[config.mk]
export PLATFORM = sky130hd
export DESIGN_NAME = spi_master_byte
export DESIGN_NICKNAME = d
export VERILOG_FILES = /design/src/rtl/spi_master_byte.sv
export SDC_FILE = /design/constraint.sdc
export NUM_CORES = 1
export LEC_CHECK = 0
export CORE_MARGIN = 1
export CORE_UTILIZATION = 54
export CTS_CLUSTER_SIZE = 16
export DETAILED_ROUTE_END_ITERATION = 16
export PLACE_DENSITY = 0.79
export SLEW_MARGIN = 0
export SYNTH_ARGS = -nofsm -noshare
export SYNTH_HDL_FRONTEND = slang
export SYNTH_SLANG_ARGS = --single-unit
[constraint.sdc]
create_clock -name clk -period 2.4 [get_ports clk]
set_input_delay 0.36 -clock clk [delete_from_list [all_inputs] [get_ports clk]]
set_output_delay 0.36 -clock clk [all_outputs]
set_load 0.05 [all_outputs]
[src/rtl/spi_master_byte.sv]
// SPI mode-0 byte master: MSB first, active-low SSEL held across multi-byte
// transactions until a byte flagged tx_last completes; each received byte strobes rx_valid.
module spi_master_byte #(
  parameter int CLK_DIV  = 8,
  parameter int CS_SETUP = 8,
  parameter int CS_HOLD  = 8,
  parameter int CS_IDLE  = 16
) (
  input  logic       clk,
  input  logic       rst,
  input  logic [7:0] tx_data,
  input  logic       tx_last,
  input  logic       tx_valid,
  output logic       tx_ready,
  output logic [7:0] rx_data,
  output logic       rx_valid,
  output logic       busy,
  output logic       SCK,
  output logic       MOSI,
  input  logic       MISO,
  output logic       SSEL,
  output logic [2:0] state
);

  typedef enum logic [2:0] {
    ST_IDLE      = 3'd0,
    ST_SETUP     = 3'd1,
    ST_LOW       = 3'd2,
    ST_HIGH      = 3'd3,
    ST_WAIT_NEXT = 3'd4,
    ST_HOLD      = 3'd5,
    ST_GAP       = 3'd6
  } state_t;

  localparam logic [15:0] DIV_END   = 16'(CLK_DIV - 1);
  localparam logic [15:0] SETUP_END = 16'(CS_SETUP - 1);
  localparam logic [15:0] HOLD_END  = 16'(CS_HOLD - 1);
  localparam logic [15:0] IDLE_END  = 16'(CS_IDLE - 1);

  state_t      state_q, state_d;
  logic [15:0] cnt;
  logic [2:0]  bit_cnt;
  logic [6:0]  tx_sr;
  logic [6:0]  rx_sr;
  logic        last_q;
  logic        miso_meta, miso_s;
  logic        accept, bit_end, byte_end, timed;

  // Handshake: a byte transfers on any cycle where tx_valid && tx_ready;
  // tx_ready is high only while IDLE or WAIT_NEXT and never depends on tx_valid.
  assign tx_ready = (state_q == ST_IDLE) || (state_q == ST_WAIT_NEXT);
  assign accept   = tx_valid && tx_ready;
  assign bit_end  = (state_q == ST_HIGH) && (cnt == DIV_END);
  assign byte_end = bit_end && (bit_cnt == 3'd7);
  assign timed    = (state_q != ST_IDLE) && (state_q != ST_WAIT_NEXT);
  assign state    = state_q;

  always_ff @(posedge clk) begin
    if (rst) begin
      state_q <= ST_IDLE;
      cnt     <= 16'd0;
    end else begin
      state_q <= state_d;
      if (state_d != state_q || !timed) cnt <= 16'd0;
      else cnt <= cnt + 16'd1;
    end
  end

  always_comb begin
    state_d = state_q;
    case (state_q)
      ST_IDLE:      if (tx_valid) state_d = ST_SETUP;
      ST_SETUP:     if (cnt == SETUP_END) state_d = ST_LOW;
      ST_LOW:       if (cnt == DIV_END) state_d = ST_HIGH;
      ST_HIGH: begin
        if (bit_end) begin
          if (!byte_end) state_d = ST_LOW;
          else if (last_q) state_d = ST_HOLD;
          else state_d = ST_WAIT_NEXT;
        end
      end
      ST_WAIT_NEXT: if (tx_valid) state_d = ST_LOW;
      ST_HOLD:      if (cnt == HOLD_END) state_d = ST_GAP;
      ST_GAP:       if (cnt == IDLE_END) state_d = ST_IDLE;
      default:      state_d = ST_IDLE;
    endcase
  end

  // Pin outputs are registered from the next state so they change with the state.
  always_ff @(posedge clk) begin
    if (rst) begin
      SCK       <= 1'b0;
      MOSI      <= 1'b0;
      SSEL      <= 1'b1;
      busy      <= 1'b0;
      rx_valid  <= 1'b0;
      rx_data   <= 8'h00;
      tx_sr     <= 7'd0;
      rx_sr     <= 7'd0;
      last_q    <= 1'b0;
      bit_cnt   <= 3'd0;
      miso_meta <= 1'b0;
      miso_s    <= 1'b0;
    end else begin
      miso_meta <= MISO;
      miso_s    <= miso_meta;
      SCK       <= (state_d == ST_HIGH);
      SSEL      <= (state_d == ST_IDLE) || (state_d == ST_GAP);
      busy      <= (state_d != ST_IDLE);
      rx_valid  <= byte_end;
      if (accept) begin
        tx_sr   <= tx_data[6:0];
        MOSI    <= tx_data[7];
        last_q  <= tx_last;
        bit_cnt <= 3'd0;
      end else if (bit_end) begin
        rx_sr   <= {rx_sr[5:0], miso_s};
        bit_cnt <= bit_cnt + 3'd1;
        if (byte_end) begin
          MOSI    <= 1'b0;
          rx_data <= {rx_sr, miso_s};
        end else begin
          MOSI  <= tx_sr[6];
          tx_sr <= {tx_sr[5:0], 1'b0};
        end
      end
    end
  end

endmodule

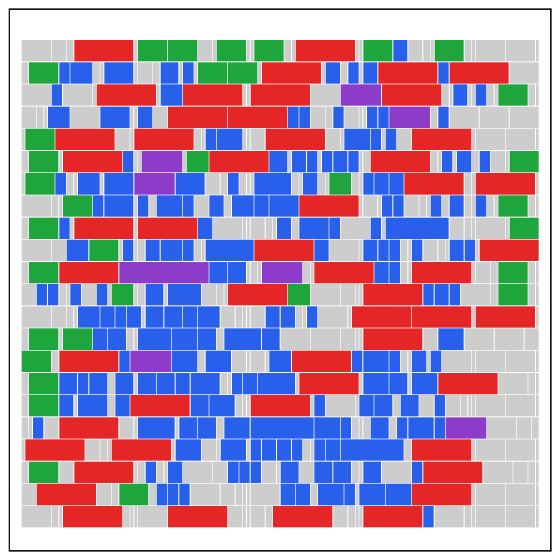
*Cells coloured by class, run 1*
Fill, decap, tap and diode cells in grey.
| colour | class | cells |
|---|---|---|
| green | remaining buffers and delay cells | 33 |
| red | sequential cells | 52 |
| purple | clock drivers and dummy loads | 8 |
| blue | combinational and other logic | 188 |
number of cell rows: 22
sequential share of cell area: 39.0%
post-route cell area: 2670 µm²
core region area: 3800 µm²

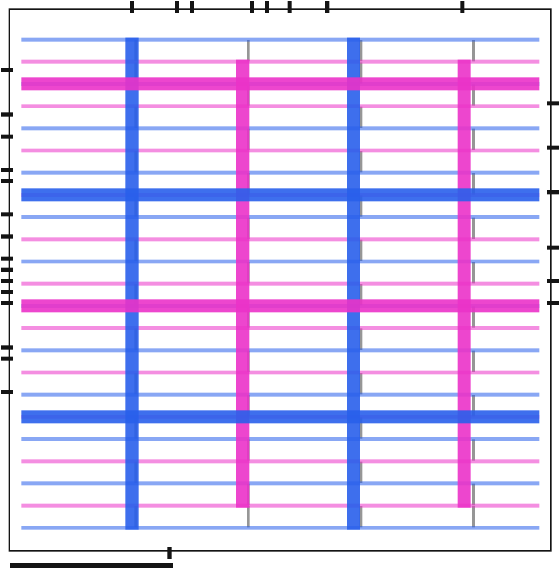
*PDN straps and rails, run 1*
The bar under the picture is 20 µm long. Pins as bars on the die edge. Tap cells in grey.
| colour | net |
|---|---|
| blue | VSS |
| magenta | VDD |
tap cells: 48
rows: 22
met4 straps: 4
Vert. Die Dim: 66.2 µm
overall die width: 66.2 µm
peak supply drop: 0.532 mV

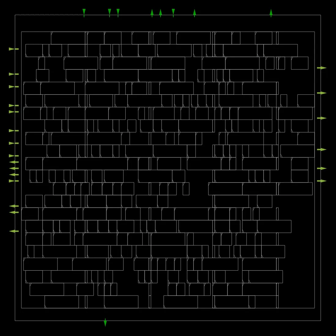
*Cell placement, run 1*
tally of non-filler cells in the final layout: 329
fillcell total: 307
count of sequential standard cells: 52
end-of-flow core utilization: 70.4%
well tap count: 48

==> run_summary.xml, run 1 <==
<?xml version="1.0" encoding="UTF-8"?>
<metrics>
  <group name="synthesis">
    <metric name="synth.lib_cells_used.distinct" unit="">41</metric>
    <metric name="syn-cell-area" unit="µm²">2220</metric>
    <metric name="synth_nets" unit="">268</metric>
    <metric name="synth.avg_cell_area" unit="µm²">8.83</metric>
    <metric name="synth-compound-area-share" unit="%">11.0</metric>
    <metric name="top_cell_area_share" unit="%">46.8</metric>
    <metric name="simple_gate_share" unit="%">28.3</metric>
    <metric name="postSynthSeqShare" unit="%">46.8</metric>
  </group>
  <group name="detailed_routing">
    <metric name="top_metal_used" unit="">met4</metric>
    <metric name="route.detailed.wl_per_inst" unit="µm">13.7</metric>
  </group>
  <group name="critical_path">
    <metric name="r2r_setup_slk" unit="ns">0.34</metric>
    <metric name="timing.critical_path.cells" unit="">clkdlybuf4s50_1</metric>
    <metric name="arrival" unit="ns">1.74</metric>
    <metric name="critical_path_required" unit="ns">2.04</metric>
    <metric name="worst_path_max_delay_cell" unit="">sky130_fd_sc_hd__clkdlybuf4s50_1</metric>
    <metric name="r2r_start" unit="">cnt[0]</metric>
    <metric name="cp_top_family" unit="">buffers and inverters</metric>
    <metric name="timing_worst_setup_path_type" unit="">flip-flop to primary output</metric>
    <metric name="timing.critical_path.to_type" unit="">primary output</metric>
  </group>
  <group name="final_timing">
    <metric name="final_hold_viol_count" unit="">0</metric>
    <metric name="slew_viols_final" unit="">0</metric>
    <metric name="final_period_minus_worst_setup_slack" unit="ns">2.10</metric>
    <metric name="relSlewSlack" unit="%">54.9</metric>
    <metric name="whs" unit="ns">0.451</metric>
  </group>
  <group name="power">
    <metric name="clockPowerShare" unit="%">39.4</metric>
    <metric name="switching_power_of_the_nets" unit="mW">0.355</metric>
    <metric name="power.internal" unit="mW">1.29</metric>
  </group>
  <group name="cts">
    <metric name="clkSlewWorstSetupHoldPaths" unit="ns">0.09</metric>
    <metric name="cts-hold-fix-buffers" unit="">0</metric>
    <metric name="clock_insertion_delay_worst_skew" unit="ns">0.31</metric>
    <metric name="cts_buffers" unit="">5</metric>
    <metric name="cts_tree" unit="">yes</metric>
    <metric name="htree_num_levels" unit="">2</metric>
    <metric name="post_cts_repair_timing_setup_buffer_count" unit="">0</metric>
  </group>
  <group name="min_path">
    <metric name="hold_path_startpoint" unit="">cnt[0]</metric>
    <metric name="whs_endpoint" unit="">cnt[0]</metric>
  </group>
  <group name="placed_design">
    <metric name="numPlacedInstances" unit="">321</metric>
    <metric name="dpl.hpwl" unit="mm">2.99</metric>
    <metric name="place_worst_setup_slack" unit="ns">0.425</metric>
    <metric name="io_buffers" unit="">29</metric>
  </group>
  <group name="floorplan">
    <metric name="die_area" unit="µm²">4380</metric>
  </group>
  <group name="final_layout">
    <metric name="drive_above_1_share" unit="%">8.19</metric>
    <metric name="nets" unit="">296</metric>
  </group>
  <group name="global_route">
    <metric name="grt_start_max_net_pins" unit="">37</metric>
  </group>
  <group name="run_status">
    <metric name="result_of_the_run" unit="">finished clean</metric>
  </group>
</metrics>
[run 1: metal layers]
metal | up-vias | track usage [%]
met2 | 53 | 35.5
li1 | 927 | -
met3 | 11 | 6.38
met5 | - | 0
met4 | 0 | 10.9
met1 | 817 | 29.9
[run 1: layout make-up]
| cell class | instances | area (µm²) | share of cell area, % |
|---|---|---|---|
| multi-input combinational | 186 | 1120 | 41.8 |
| tap | 48 | 60.1 | 2.25 |
| timing repair buffer | 33 | 320 | 12.0 |
| clock inverter | 1 | 30.0 | 1.12 |
| sequential | 52 | 1040 | 39.0 |
| clock buffer | 7 | 96.3 | 3.60 |
| inverter | 2 | 7.51 | 0.281 |
[run 1: logic make-up after synthesis]
kind of cell | Yosys count
AOI/OAI and AO/OA | 40
DFF | 52
and+or+nand+nor | 121
adders and majority gates | 3
xor gates and xnor gates | 14
muxes | 8
buffers and inverters | 14
[run 1: worst register-to-register path, cell delays in order (launching register included)]
cell	delay [ns]
sky130_fd_sc_hd__dfxtp_1	0.36
sky130_fd_sc_hd__ha_1	0.23
sky130_fd_sc_hd__and3b_1	0.27
sky130_fd_sc_hd__nand4_1	0.26
sky130_fd_sc_hd__or2_2	0.47
sky130_fd_sc_hd__o21ai_0	0.20
sky130_fd_sc_hd__a311oi_1	0.12
[run 1: cell usage after synthesis, types with 5 or more instances]
| library cell | instances |
|---|---|
| sky130_fd_sc_hd__nand3_1 | 7 |
| sky130_fd_sc_hd__xor2_1 | 7 |
| sky130_fd_sc_hd__mux2i_1 | 7 |
| sky130_fd_sc_hd__nand2_1 | 44 |
| sky130_fd_sc_hd__buf_2 | 6 |
| sky130_fd_sc_hd__clkbuf_1 | 5 |
| sky130_fd_sc_hd__xnor2_1 | 7 |
| sky130_fd_sc_hd__dfxtp_1 | 52 |
| sky130_fd_sc_hd__a211oi_1 | 5 |
| sky130_fd_sc_hd__nor2_1 | 28 |
| sky130_fd_sc_hd__a21oi_1 | 20 |
| sky130_fd_sc_hd__and3_1 | 5 |
| sky130_fd_sc_hd__nor3_1 | 9 |
[run 1: cells in the final DEF (no fill, tap or decap), drive strengths merged]
master and instances:
o221a 1, xor2 7, clkdlybuf4s50 29, nor2 29, dfxtp 52, buf 4, nor2b 4, clkbuf 7
a41oi 1, mux2i 7, and3 6, nor3b 1, nand2b 3, nand3 7, a311oi 2, nand2 44
a311o 1, a211o 1, bufinv 1, and3b 1, and4 1, a21oi 20, or2 1, nand4 5
xnor2 7, and2 1, inv 2, nor3 10, a211oi 5, a31oi 3, nand3b 3, o21ai 4
nor4 4, or3 1, o22ai 2, ha 3, mux2 1
[run 1: sequential cells by signal (all words and copies together) (netlist names)]
name and flops:
SCK 1, busy 1, miso_meta 1, last_q 1
bit_cnt 3, MOSI 1, tx_sr 7, rx_sr 7
rx_valid 1, SSEL 1, miso_s 1, rx_data 8
cnt 16, state 3
[run 1: power groups by stage]
stage / Sequential, mW / Combinational [mW] / Clock, mW
detailed placement: 0.911 / 0.108 / 0
global placement: 0.910 / 0.108 / 0
floorplan: 0.924 / 0.0518 / 0
global route: 0.894 / 0.118 / 0.707
CTS: 0.891 / 0.110 / 0.667
finish: 0.891 / 0.109 / 0.650
### Wires at chosen ports, followed through buffers, run 1

The bar under the picture is 20 µm long.
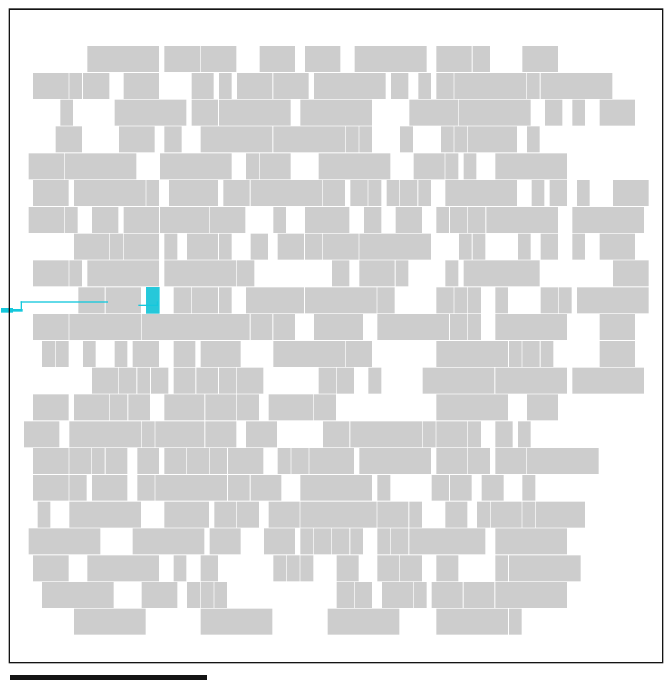

==> run 2: changes to the inputs <==
--- a/config.mk
+++ b/config.mk
@@ -5,11 +5,13 @@
 export SDC_FILE = /design/constraint.sdc
 export NUM_CORES = 1
 export LEC_CHECK = 0
+export CAP_MARGIN = 10
 export CORE_MARGIN = 1
 export CORE_UTILIZATION = 54
 export CTS_CLUSTER_SIZE = 16
 export DETAILED_ROUTE_END_ITERATION = 16
 export PLACE_DENSITY = 0.79
+export REMOVE_ABC_BUFFERS = 1
 export SLEW_MARGIN = 0
 export SYNTH_ARGS = -nofsm -noshare
 export SYNTH_HDL_FRONTEND = slang
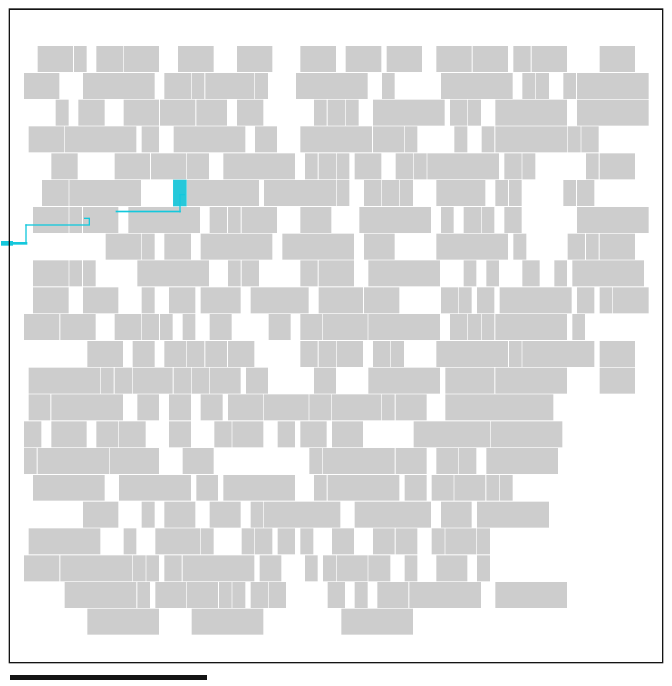
*Wires at chosen ports, followed through buffers, run 2*
The bar under the picture is 20 µm long.
| colour | port | bits | direction | edge | end cells | buffers | wire |
|---|---|---|---|---|---|---|---|
| cyan | tx_last | 1 | input | left | 1 | 1 | 19.2 µm |
Top-Level Pins: 30
count of port buffers added during placement: 29

==> run 2 against run 1 <==
Global-route usage fell by 0.84 points. Setup slack improved by 0.029 ns. First-iteration DRC count fell by 34%.
==> run_summary.xml, run 2 <==
<?xml version="1.0" encoding="UTF-8"?>
<metrics>
  <group name="final_timing">
    <metric name="whs" unit="ns">0.450</metric>
    <metric name="final_period_minus_worst_setup_slack" unit="ns">2.07</metric>
  </group>
  <group name="final_layout">
    <metric name="mostFrequentLayoutCells" unit="">52 x sky130_fd_sc_hd__dfxtp_1, 44 x sky130_fd_sc_hd__nand2_1, 29 x sky130_fd_sc_hd__clkdlybuf4s50_1</metric>
    <metric name="top_regs" unit="">cnt x16, rx_data x8</metric>
    <metric name="largest_register" unit="">cnt</metric>
    <metric name="instances_no_fill" unit="">328</metric>
  </group>
  <group name="cts">
    <metric name="cts_tree" unit="">yes</metric>
    <metric name="post_cts_repair_timing_setup_buffer_count" unit="">0</metric>
    <metric name="cts_buffers" unit="">5</metric>
    <metric name="clkSlewWorstSetupHoldPaths" unit="ns">0.10</metric>
  </group>
  <group name="placed_design">
    <metric name="numPlacedInstances" unit="">320</metric>
    <metric name="dpl.hpwl" unit="mm">2.79</metric>
  </group>
  <group name="floorplan">
    <metric name="die-width" unit="µm">66.2</metric>
    <metric name="die_area" unit="µm²">4380</metric>
    <metric name="coreArea" unit="µm²">3800</metric>
  </group>
  <group name="synthesis">
    <metric name="top_cell_area_share" unit="%">46.8</metric>
    <metric name="netlist_top_cells_count" unit="">52 x sky130_fd_sc_hd__dfxtp_1, 44 x sky130_fd_sc_hd__nand2_1, 28 x sky130_fd_sc_hd__nor2_1, 20 x sky130_fd_sc_hd__a21oi_1, 9 x sky130_fd_sc_hd__nor3_1</metric>
    <metric name="top_count_cell_post_synth" unit="">sky130_fd_sc_hd__dfxtp_1</metric>
    <metric name="simple_gate_share" unit="%">28.3</metric>
  </group>
  <group name="critical_path">
    <metric name="timing.critical_path.to_type" unit="">primary output</metric>
    <metric name="timing.critical_path.cells" unit="">clkdlybuf4s50_1</metric>
  </group>
  <group name="run_status">
    <metric name="result_of_the_run" unit="">finished clean</metric>
  </group>
</metrics>
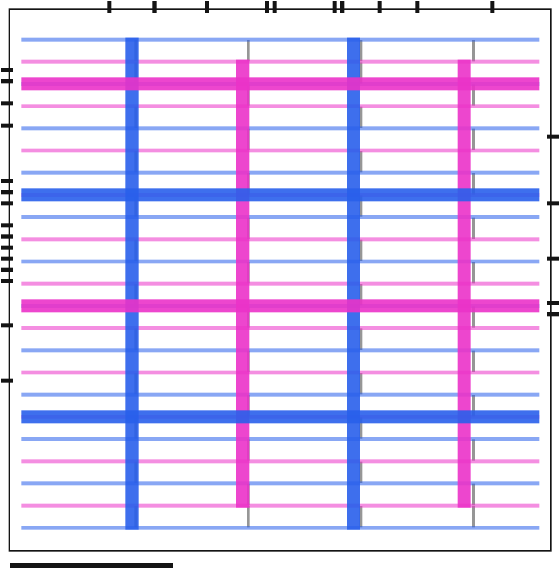
*PDN straps and rails, run 2*
The bar under the picture is 20 µm long. Pins as bars on the die edge. Tap cells in grey.
| colour | net |
|---|---|
| magenta | VDD |
| blue | VSS |
signal pins: 30
rows: 22
met1 rails: 23
peak supply drop: 0.432 mV

[run 2: netlist changes by cell type in the layout (fill, tap and decap cells not counted), sizes merged]
cell / change
clkinvlp: +1
buf: -1
clkbuf: -2
inv: +1
[run 2: cells by family (layout without fill, tap and decap cells)]
group / Yosys count / count (layout)
fa+ha+maj: 3 / 3
flops: 52 / 52
compound gates: 40 / 40
simple gates: 121 / 121
xor+xnor: 14 / 14
buf+inv: 14 / 42
mux: 8 / 8
[run 2: worst paths after layout]
| kind | from | to | slack [ns] | cells after the start |
|---|---|---|---|---|
| setup / recovery | state[1] | state[1] | 0.33 | 1 |
| hold / removal | miso_s | rx_sr[0] | 0.45 | 2 |
| hold reg to reg | miso_s | rx_sr[0] | 0.45 | 2 |
| setup reg to reg | cnt[0] | cnt[6] | 0.39 | 6 |
[run 2: layout make-up]
cell class	instances	share of cell area, %
clock buffer	5	2.59
clock inverter	3	1.74
inverter	2	0.283
multi-input combinational	186	42.1
sequential	52	39.2
tap	48	2.26
timing repair buffer	32	11.8
[run 2: per-stage QoR]
step	power [mW]	cell area, µm²	util, %
after floorplan	0.966	2170	-
after global placement	1.02	2540	66.8
after detailed placement	1.02	2540	66.8
after CTS	1.62	2650	69.9
after global routing	1.68	2650	69.9
final	1.61	2650	69.9
[run 2: metal layers]
layer / vias up / share of wire [%] / wire [µm] / track usage (%)
met3: 4 / 3.5 / 147 / 7.24
li1: 929 / - / - / -
met5: - / 0 / 0 / 0
met4: 0 / 0.91 / 38 / 8.78
met1: 845 / 51 / 2120 / 29.4
met2: 34 / 45 / 1870 / 33.5
[run 2: power breakdown]
group          switching [mW]  internal [mW]  leakage, nW
combinational          0.0627         0.0468        0.434
clock                   0.296          0.314       0.0548
sequential             0.0104          0.880        0.422
total                   0.369           1.24        0.911
No activity file was given, so power comes from the tool's default toggle rates.
